## src/rtl/instr_fifo_pkg.sv

```systemverilog
// Shared fetch-path types for the fetch-to-decode instruction buffer.
package instr_fifo_pkg;

  localparam int FETCH_W = 64;

  // One fetch packet carries two 32-bit instructions.
  typedef logic [FETCH_W-1:0] fetch_t;

endpackage

```

## src/rtl/instr_fifo_if.sv

```systemverilog
// Handshake bundle between fetch/decode (master) and the instruction FIFO (slave).
interface instr_fifo_if
  import instr_fifo_pkg::*;
#(
  parameter int WIDTH = FETCH_W
);

  logic [WIDTH-1:0] data_in;
  logic             write;
  logic             read;
  logic             stall;
  logic [WIDTH-1:0] data_out;
  logic             buf_full;

  modport master (
    output data_in, write, read, stall,
    input  data_out, buf_full
  );

  modport slave (
    input  data_in, write, read, stall,
    output data_out, buf_full
  );

endinterface

```

## src/rtl/instr_fifo.sv

```systemverilog
// Single-clock FIFO of fetch packets; data_out is a register loaded only on a pop.
module instr_fifo
  import instr_fifo_pkg::*;
#(
  parameter int WIDTH = FETCH_W,
  parameter int DEPTH = 8
) (
  input  logic          clk,
  input  logic          rst_n,
  instr_fifo_if.slave   bus
);

  localparam int PTR_W = $clog2(DEPTH);
  localparam int CNT_W = PTR_W + 1;

  logic [WIDTH-1:0] mem [DEPTH];

  logic [PTR_W-1:0] wr_ptr_reg, wr_ptr_next;
  logic [PTR_W-1:0] rd_ptr_reg, rd_ptr_next;
  logic [CNT_W-1:0] count_reg, count_next;
  logic [WIDTH-1:0] data_out_reg;
  logic             buf_full;
  logic             do_push;
  logic             do_pop;

  assign buf_full = (count_reg == CNT_W'(DEPTH));

  // A full FIFO drops the write even when a pop frees a slot on the same edge.
  assign do_push = bus.write & ~buf_full;
  assign do_pop  = bus.read & ~bus.stall & (count_reg != '0);

  assign bus.data_out = data_out_reg;
  assign bus.buf_full = buf_full;

  always_comb begin
    wr_ptr_next = wr_ptr_reg;
    rd_ptr_next = rd_ptr_reg;
    count_next  = count_reg;
    // DEPTH is a power of two, so pointer wrap is the natural overflow.
    if (do_push) wr_ptr_next = wr_ptr_reg + PTR_W'(1);
    if (do_pop)  rd_ptr_next = rd_ptr_reg + PTR_W'(1);
    case ({do_push, do_pop})
      2'b10:   count_next = count_reg + CNT_W'(1);
      2'b01:   count_next = count_reg - CNT_W'(1);
      default: count_next = count_reg;
    endcase
  end

  // Storage is not reset so it can map onto block RAM.
  always_ff @(posedge clk) begin
    if (do_push) mem[wr_ptr_reg] <= bus.data_in;
  end

  always_ff @(posedge clk or negedge rst_n) begin
    if (!rst_n) begin
      wr_ptr_reg   <= '0;
      rd_ptr_reg   <= '0;
      count_reg    <= '0;
      data_out_reg <= '0;
    end else begin
      wr_ptr_reg <= wr_ptr_next;
      rd_ptr_reg <= rd_ptr_next;
      count_reg  <= count_next;
      if (do_pop) data_out_reg <= mem[rd_ptr_reg];
    end
  end

endmodule

```

## src/flat_wrapper.sv

```systemverilog
// flat-port wrapper written by rule: the top's interface ports become plain ports
module instr_fifo_flat import instr_fifo_pkg::*;
#(
  parameter int WIDTH = FETCH_W,
  parameter int DEPTH = 8
)
  (clk, rst_n, bus_data_in, bus_write, bus_read, bus_stall, bus_data_out, bus_buf_full);
  instr_fifo_if #(.WIDTH(WIDTH)) bus_i ();
  input  logic clk;
  input  logic rst_n;
  input wire logic [$bits(bus_i.data_in)-1:0] bus_data_in;
  input wire logic [$bits(bus_i.write)-1:0] bus_write;
  input wire logic [$bits(bus_i.read)-1:0] bus_read;
  input wire logic [$bits(bus_i.stall)-1:0] bus_stall;
  output wire logic [$bits(bus_i.data_out)-1:0] bus_data_out;
  output wire logic [$bits(bus_i.buf_full)-1:0] bus_buf_full;
  assign bus_i.data_in = bus_data_in;
  assign bus_i.write = bus_write;
  assign bus_i.read = bus_read;
  assign bus_i.stall = bus_stall;
  assign bus_data_out = bus_i.data_out;
  assign bus_buf_full = bus_i.buf_full;
  instr_fifo #(.WIDTH(WIDTH), .DEPTH(DEPTH)) u_core (.clk(clk), .rst_n(rst_n), .bus(bus_i));
endmodule
```

## config.mk

```make
export PLATFORM = sky130hd
export DESIGN_NAME = instr_fifo_flat
export DESIGN_NICKNAME = d
export VERILOG_FILES = /design/src/rtl/instr_fifo_pkg.sv /design/src/rtl/instr_fifo_if.sv /design/src/rtl/instr_fifo.sv /design/src/flat_wrapper.sv
export SDC_FILE = /design/constraint.sdc
export NUM_CORES = 1
export LEC_CHECK = 0
export ABC_CLOCK_PERIOD_IN_PS = 12800
export CORE_MARGIN = 2
export CORE_UTILIZATION = 35
export CTS_BUF_LIST = sky130_fd_sc_hd__clkbuf_4 sky130_fd_sc_hd__clkbuf_8
export CTS_CLUSTER_DIAMETER = 60
export CTS_CLUSTER_SIZE = 24
export DETAILED_ROUTE_END_ITERATION = 12
export PLACE_DENSITY = 0.63
export SLEW_MARGIN = 15
export SYNTH_ARGS = -nofsm -noshare
export SYNTH_HDL_FRONTEND = slang
export SYNTH_SLANG_ARGS = --single-unit
```

## constraint.sdc

```tcl
create_clock -name clk -period 12.8 [get_ports clk]
set_clock_uncertainty 0.15 [all_clocks]
set_input_delay 1.28 -clock clk [delete_from_list [all_inputs] [get_ports clk]]
set_output_delay 1.28 -clock clk [all_outputs]
set_load 0.1 [all_outputs]
```

==> flow_metrics.env, run 1 <==
# physical design summary
export IMPL_status="finished, final reports clean"
export IMPL_drv_slew=0
export IMPL_final_antenna_net_count=0
export IMPL_p_per_area_nw_per_um2=229
export IMPL_synth_area_top_cells="edfxtp_1 (69%), mux2i_1 (12%), dfrtp_1 (8.3%)"
export IMPL_cpPeakStageDelay_ps=810
export IMPL_power_frac_clock_pct=16.0
export IMPL_finalSetupTns_ps=0
export IMPL_final_common_cell="edfxtp_1"
export IMPL_syn_inst=1289
export IMPL_ys_cells=1289
export IMPL_cp_top_family="buffers and inverters"
export IMPL_ys_area_um2=22300
export IMPL_crit_chain="clkdlybuf4s50_1 > nand3b_4 > clkinv_2 > buf_4 > ha_1 > xor2_1 > ha_1 > a21oi_1 > xor2_1 > nor2_1 > xor2_1"
export IMPL_sequentialPowerShare_pct=45.0
export IMPL_cts_post_setup_buffers_inserted=0
export IMPL_required_ps=13130
export IMPL_cts_resized=0
export IMPL_tritoncts="yes"
export IMPL_port_buffers=133
export IMPL_netlist_area_um2=22300
export IMPL_crit_fanout=68
export IMPL_post_dp_cell_area_um2=24500
export IMPL_min_period_ps=4440
export IMPL_cts_htree_levels=2
export IMPL_vias_per_cell=4.92
export IMPL_finalSetupViolations=0
export IMPL_dpl_hpwl_um=25200
export IMPL_grt_max_degree=69
export IMPL_synth_area_per_cell_um2=17.3
export IMPL_synth_edff_count=512
export IMPL_fmax_ghz=0.225
export IMPL_hold_class="register to register"
-- run 1: final cells by class --
type	count	area, um2	area share (%)
clock buffer	43	542	2.14
antenna	1	2.50	0.00990
sequential	586	17200	68.1
tap	846	1060	4.19
inverter	2	8.76	0.0346
clock inverter	18	210	0.831
timing repair buffer	151	1470	5.80
multi-input combinational	631	4770	18.9
-- run 1: Yosys cell counts, types with 5 or more instances --
cell      number
ha_1           5
buf_6          5
clkbuf_1      27
buf_2         30
a22oi_1      128
nand2_1      140
buf_4          7
nor2_1         9
dfrtp_1       74
nand3_1       64
mux2i_1      256
edfxtp_1     512
-- run 1: metal layers --
| layer | global-route usage [%] | vias up | wire length (um) |
|---|---|---|---|
| li1 | - | 5200 | - |
| met1 | 17.8 | 5770 | 20500 |
| met2 | 24.4 | 181 | 23300 |
| met3 | 3.01 | 53 | 2350 |
| met4 | 2.92 | 8 | 675 |
| met5 | 0 | - | 45 |
-- run 1: path summary, 6_finish.rpt --
kind / from / to / cells after the start
setup / recovery: bus_read / u_core.count_reg[2] / 11
hold / removal: u_core.bus.data_out[2] / u_core.bus.data_out[2] / 2
setup reg to reg: u_core.rd_ptr_reg[0] / u_core.bus.data_out[32] / 7
hold reg to reg: u_core.bus.data_out[2] / u_core.bus.data_out[2] / 2
max in group asynchronous: rst_n / u_core.rd_ptr_reg[0] / 2
min in group asynchronous: rst_n / u_core.bus.data_out[58] / 1
-- run 1: logic make-up (layout without fill, tap and decap cells) --
group / count (synthesis) / after routing / synth area share, %
other cells: 0 / 1 / 0
buf+inv: 72 / 214 / 1.67
compound gates: 133 / 133 / 4.47
simple gates: 228 / 228 / 4.39
fa+ha+maj: 5 / 5 / 0.281
flops: 586 / 586 / 77.3
xor+xnor: 8 / 8 / 0.314
mux: 257 / 257 / 11.6
-- run 1: power groups by stage --
stage                     registers [mW]  logic (mW)  clock network [mW]
after floorplan                     3.32        1.00                   0
after global placement              2.64        2.27                   0
after detailed placement            2.66        2.29                   0
after CTS                           2.61        2.30               0.957
after global routing                2.64        2.41                1.02
final                               2.61        2.26               0.929
-- run 1: tightest hold or removal path, delay by kind of cell, from the launching register on --
kind,cells,cell delay [ps]
flops,1,360
simple gates,2,100
-- run 1: through the flow --
stage                     cells  total power, mW  setup slack [ps]  utilization [%]  hold WS (ps)
after floorplan            1289             4.33              5890                -           316
after global placement     2216             4.92              7660             39.0           312
after detailed placement   2216             4.95              7690             39.0           314
after CTS                  2277             5.87              8080             40.2           344
after global routing       2278             6.07              8110             40.2           361
final                      2278             5.80              8360             40.2           337
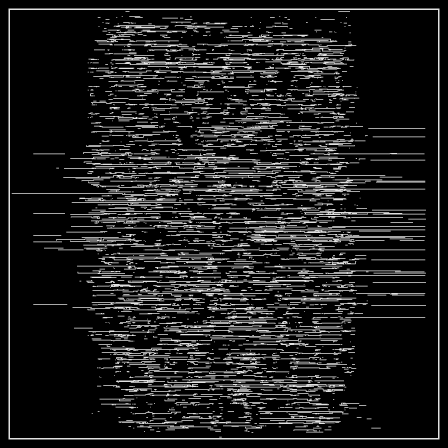
(run_1/m1.png)
share of all routed wire: 44%
wire length on this layer: 20.5 mm
longest straight run: 102 um
nets with wire on the layer: 1390
main direction: horizontal
Vias: 11212
GR Layer Usage met1: 17.8%

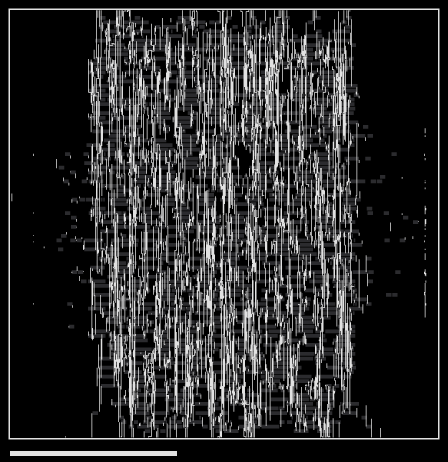
(run_1/m2.png)
The bar under the picture is 100 um long.
main direction: vertical
nets with wire on the layer: 1175
share of all routed wire: 50%

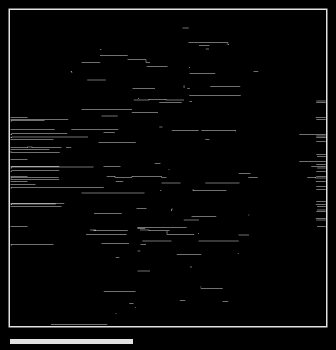
(run_1/m3.png)
The bar under the picture is 100 um long.
main direction: horizontal
nets with wire on the layer: 86
share of all routed wire: 5.0%
wire length on this layer: 2350 um

==> run 2: changes to the inputs <==
--- a/config.mk
+++ b/config.mk
@@ -5,7 +5,7 @@
 export SDC_FILE = /design/constraint.sdc
 export NUM_CORES = 1
 export LEC_CHECK = 0
-export ABC_CLOCK_PERIOD_IN_PS = 12800
+export ABC_CLOCK_PERIOD_IN_PS = 4200
 export CORE_MARGIN = 2
 export CORE_UTILIZATION = 35
 export CTS_BUF_LIST = sky130_fd_sc_hd__clkbuf_4 sky130_fd_sc_hd__clkbuf_8
==> constraint.sdc (replaced) <==
create_clock -name clk -period 4.2 [get_ports clk]
set_clock_uncertainty 0.15 [all_clocks]
set_input_delay 0.42 -clock clk [delete_from_list [all_inputs] [get_ports clk]]
set_output_delay 0.42 -clock clk [all_outputs]
set_load 0.1 [all_outputs]
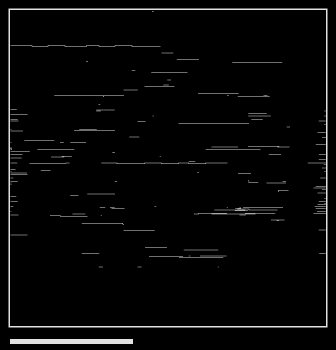
(run_2/m3.png)
The bar under the picture is 100 um long.
nets with wire on the layer: 97
share of all routed wire: 3.8%
main direction: horizontal
met3 Use GR: 1.99%
Vias: 11290
WL final: 46700 um

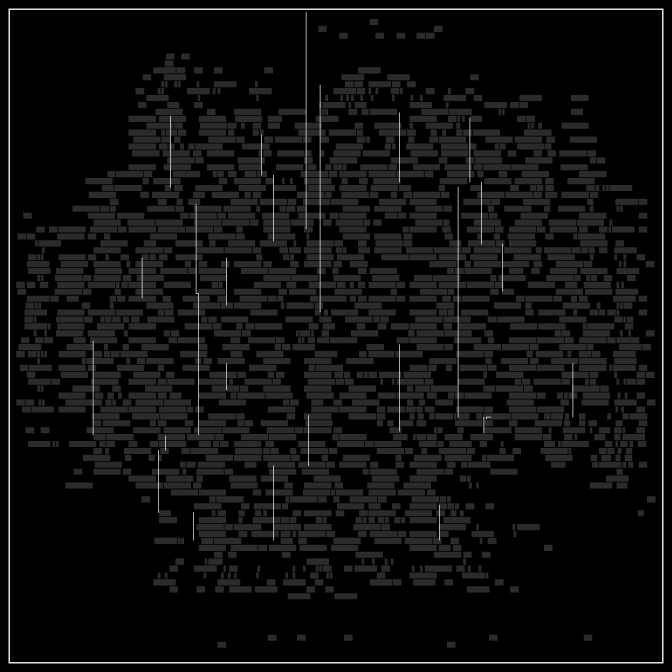
(run_2/m4.png)
longest straight run: 90.4 um
wire length on this layer: 768 um
share of all routed wire: 1.6%

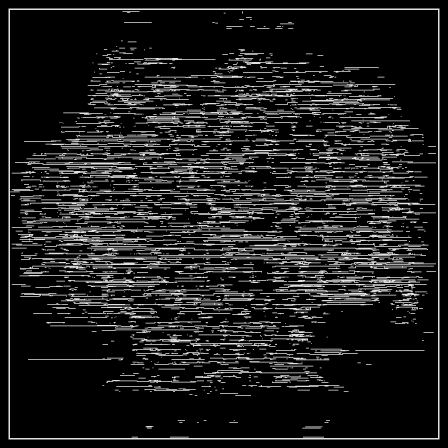
(run_2/m1.png)
share of all routed wire: 44%
wire length on this layer: 20.7 mm
longest straight run: 104 um
GR Layer Usage met1: 18.7%

==> run 2 against run 1 <==
  * Synthesized cell count stayed put
  * Area after synthesis stayed put
  * Die area stayed put
  * Largest cell class unchanged
==> flow_metrics.env, run 2 <==
# physical design summary
export IMPL_status="finished, final reports clean"
export IMPL_post_dp_cell_area_um2=24800
export IMPL_dpl_hpwl_um=27200
export IMPL_finalSetupViolations=0
export IMPL_cp_top_family="buffers and inverters"
export IMPL_crit_chain="nor3_1 > and2_1 > clkdlybuf4s50_1"
export IMPL_final_common_cell="edfxtp_1"
export IMPL_hold_ws_ps=237
export IMPL_fin_ws_ps=1010
export IMPL_drv_slew=0
export IMPL_ys_area_um2=22300
export IMPL_ys_ff=586
export IMPL_cts_htree_levels=2
export IMPL_final_antenna_net_count=0
export IMPL_fmax_ghz=0.313
export IMPL_p_per_area_nw_per_um2=702
export IMPL_cpPeakStageDelay_ps=1120
export IMPL_vias_per_cell=4.92
export IMPL_port_buffers=133
export IMPL_synth_edff_count=512
export IMPL_syn_inst=1289
export IMPL_synth_area_top_cells="edfxtp_1 (69%), mux2i_1 (12%), dfrtp_1 (8.3%)"
export IMPL_cts_post_setup_buffers_inserted=0
export IMPL_power_total_mw=18.0
export IMPL_grt_max_degree=79
export IMPL_common_cells="edfxtp_1 (512), mux2i_1 (256), nand2_1 (140)"
export IMPL_min_period_ps=3190
export IMPL_top_cell="edfxtp_1"
export IMPL_synth_area_per_cell_um2=17.3
export IMPL_comb_area_um2=4780
export IMPL_flop_area_um2=17200
export IMPL_crit_fanout=7
export IMPL_netlist_area_um2=22300
export IMPL_hold_class="input pin to asynchronous set/reset pin"
export IMPL_ys_cells=1289
[run 2: power by group]
group / switching (mW) / leakage [nW] / internal [mW]
registers: 0.471 / 5.55 / 7.43
clock network: 1.94 / 0.437 / 1.11
logic: 4.95 / 3.14 / 2.10
[run 2: repair_timing]
item,4_1_cts,5_1_grt
endpoints found under the hold margin,46,0
hold buffers,1,0
gates resized,0,0
[run 2: layer usage]
layer / vias up / routed length, um / GRT usage, %
met4: 0 / 768 / 3.62
met5: - / 0 / 0
met2: 214 / 23500 / 24.6
met1: 5792 / 20700 / 18.7
li1: 5231 / - / -
met3: 53 / 1780 / 1.99
[run 2: logic make-up (layout without fill, tap and decap cells)]
group / after synthesis / after routing / synth area share, %
AND-OR/OR-AND: 133 / 133 / 4.47
XOR/XNOR: 8 / 8 / 0.314
adder cells (fa/ha/maj): 5 / 5 / 0.281
buffers and inverters: 72 / 230 / 1.67
flip-flops: 586 / 586 / 77.3
multiplexers: 257 / 257 / 11.6
other: 0 / 1 / 0
AND/OR/NAND/NOR: 228 / 228 / 4.39
[run 2: path summary, 6_finish.rpt]
| check | start | endpoint | slack (ps) | cells after the start |
|---|---|---|---|---|
| max | u_core.count_reg[1] | bus_buf_full | 1010 | 3 |
| min | rst_n | u_core.wr_ptr_reg[1] | 240 | 2 |
| max reg2reg | u_core.count_reg[2] | u_core.count_reg[2] | 1490 | 10 |
| min reg2reg | u_core.bus.data_out[15] | u_core.bus.data_out[15] | 340 | 2 |
| max in group asynchronous | rst_n | u_core.bus.data_out[30] | 2780 | 3 |
| min in group clk | u_core.bus.data_out[15] | u_core.bus.data_out[15] | 340 | 2 |
[run 2: per-stage QoR]
stage,std cells,setup TNS [ps],utilization [%]
after floorplan,1289,-63020,-
after global placement,2224,0,39.3
after detailed placement,2224,0,39.3
after CTS,2293,0,40.7
after global routing,2294,0,40.7
final,2294,0,40.7
[run 2: layout make-up]
class	instances	share of cell area, %
diodes	1	0.00976
clock buffers	44	2.26
clock inverters	24	1.12
inverters	2	0.0342
multi-input cells	631	18.7
flip-flops and latches	586	67.2
well taps	846	4.13
repair buffers	160	6.57
==> run 3: changes to the inputs <==
--- a/config.mk
+++ b/config.mk
@@ -5,14 +5,14 @@
 export SDC_FILE = /design/constraint.sdc
 export NUM_CORES = 1
 export LEC_CHECK = 0
-export ABC_CLOCK_PERIOD_IN_PS = 4200
+export ABC_CLOCK_PERIOD_IN_PS = 2750
 export CORE_MARGIN = 2
 export CORE_UTILIZATION = 35
 export CTS_BUF_LIST = sky130_fd_sc_hd__clkbuf_4 sky130_fd_sc_hd__clkbuf_8
 export CTS_CLUSTER_DIAMETER = 60
 export CTS_CLUSTER_SIZE = 24
 export DETAILED_ROUTE_END_ITERATION = 12
-export PLACE_DENSITY = 0.63
+export PLACE_DENSITY = 0.65
 export SLEW_MARGIN = 15
 export SYNTH_ARGS = -nofsm -noshare
 export SYNTH_HDL_FRONTEND = slang
==> constraint.sdc (replaced) <==
create_clock -name clk -period 2.75 [get_ports clk]
set_clock_uncertainty 0.15 [all_clocks]
set_input_delay 0.275 -clock clk [delete_from_list [all_inputs] [get_ports clk]]
set_output_delay 0.275 -clock clk [all_outputs]
set_load 0.1 [all_outputs]
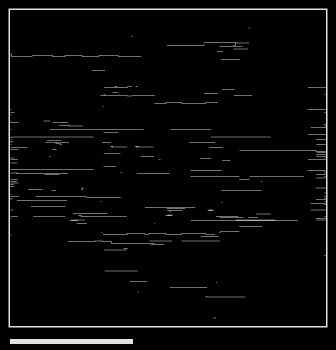
(run_3/m3.png)
The bar under the picture is 100 um long.
longest straight run: 86.5 um
nets with wire on the layer: 119
share of all routed wire: 5.1%

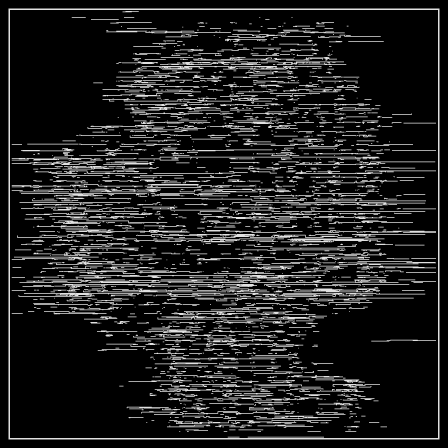
(run_3/m1.png)
share of all routed wire: 45%
wire length on this layer: 21.9 mm
longest straight run: 74.5 um
nets with wire on the layer: 1451
main direction: horizontal

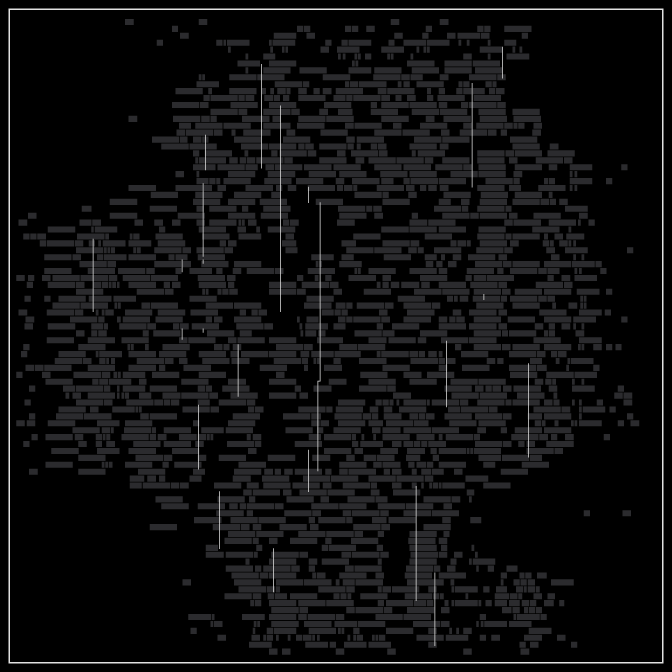
(run_3/m4.png)
wire length on this layer: 609 um
nets with wire on the layer: 10
share of all routed wire: 1.3%
main direction: vertical

==> run 3 against run 2 <==
  * Critical path depth increased by 7
  * Via count rose by 1.4%
  * Clock power is 67% higher
  * First-iteration DRC count up 18%
  * Flip-flop count unchanged
  * Critical path type is now register to register
  * Largest power group unchanged
  * Highest routed layer is now met5
==> flow_metrics.env, run 3 <==
# physical design summary
export IMPL_comb_area_um2=4790
export IMPL_netlist_area_um2=22300
export IMPL_busiest_layer="met2"
export IMPL_cpPeakStageDelay_ps=550
export IMPL_status="finished, final reports clean"
export IMPL_wl_um=48500
export IMPL_synth_area_top_cells="edfxtp_1 (69%), mux2i_1 (12%), dfrtp_1 (8.3%)"
export IMPL_cts_htree_levels=2
export IMPL_crit_chain="or4_4 > nand3b_4 > clkinv_2 > ha_1 > xor2_1 > ha_1 > a21oi_1 > xor2_1 > nor2_1 > xor2_1"
export IMPL_use_met3_pct=3.02
export IMPL_rrSetupSlack_ps=230
export IMPL_ys_ff=586
export IMPL_final_common_cell="edfxtp_1"
export IMPL_port_buffers=133
export IMPL_cts_post_setup_buffers_inserted=0
export IMPL_min_period_ps=2520
export IMPL_synth_edff_count=512
export IMPL_vias=11448
export IMPL_cp_startpoint="u_core.count_reg[3]"
export IMPL_common_cells="edfxtp_1 (512), mux2i_1 (256), nand2_1 (140)"
export IMPL_hold_class="input pin to asynchronous set/reset pin"
export IMPL_ys_cells=1289
export IMPL_grt_util_met2_pct=24.1
export IMPL_cp_top_family="simple AND/OR/NAND/NOR gates"
export IMPL_finalSetupViolations=0
export IMPL_flop_area_um2=17200
export IMPL_required_ps=3130
export IMPL_p_per_area_nw_per_um2=1080
export IMPL_grt_max_degree=67
export IMPL_fmax_ghz=0.397
export IMPL_syn_inst=1289
export IMPL_ys_area_um2=22300
export IMPL_crit_fanout=4
export IMPL_power_total_mw=28.2
export IMPL_stdcell_count=2325
export IMPL_tritoncts="yes"
export IMPL_dp_cells=2249
==> run 3: cell types whose count changed in the layout (fill, tap and decap cells not counted), moves of 3 or more <==
cell             delta
buf_12             +13
buf_4              +77
inv_6               +3
clkdlybuf4s50_1    -65
==> run 3: path summary, 6_finish.rpt <==
check | endpoint | cells after the start
setup / recovery | u_core.count_reg[2] | 10
hold / removal | u_core.bus.data_out[15] | 2
setup reg to reg | u_core.count_reg[2] | 10
hold reg to reg | u_core.bus.data_out[31] | 2
max in group asynchronous | u_core.bus.data_out[32] | 3
min in group clk | u_core.mem[4][60] | 1
==> run 3: logic make-up after synthesis <==
logic type / after synthesis / share of synthesized area [%]
flops: 586 / 77.3
mux: 257 / 11.6
simple gates: 228 / 4.39
compound gates: 133 / 4.47
buf+inv: 72 / 1.67
xor+xnor: 8 / 0.314
fa+ha+maj: 5 / 0.281
==> run 3: where the power goes <==
part           total (mW)  internal [mW]  switching (mW)
sequential           12.1           11.3           0.737
combinational        11.0           3.30            7.71
clock                5.09           1.91            3.18
==> run 3: stage by stage <==
stage | utilization [%] | setup TNS (ps) | instance area [um2] | setup WS, ps | hold slack, ps
finish | 41.3 | 0 | 26000 | 231 | 110
global placement | 39.6 | 0 | 25000 | 116 | 269
floorplan | - | -194720 | 22300 | -428 | -171
detailed placement | 39.6 | 0 | 25000 | 119 | 260
CTS | 41.3 | 0 | 26000 | 165 | 84.1
global route | 41.3 | 0 | 26000 | 33.9 | 119
==> run 3: what timing repair did <==
item	4_1_cts	5_1_grt
resized	0	1
endpoints found under the hold margin	43	0
hold buffers	1	0
setup endpoints to repair	0	1
==> run 3: layer usage <==
layer  wire length (um)  vias up
li1                   -     5300
met1              21900     5840
met2              23400      253
met3               2440       49
met4                608        6
met5                 30        -
==> run 3: area by class of cell <==
class / instances / share of cell area, %
Clock inverter: 30 / 1.60
Inverter: 2 / 0.0337
Multi-Input combinational cell: 631 / 18.5
Clock buffer: 45 / 2.31
Sequential cell: 586 / 66.3
Timing Repair Buffer: 185 / 7.20
Tap cell: 846 / 4.07
Power figures rest on the tool's default switching activity, not on a simulated workload.
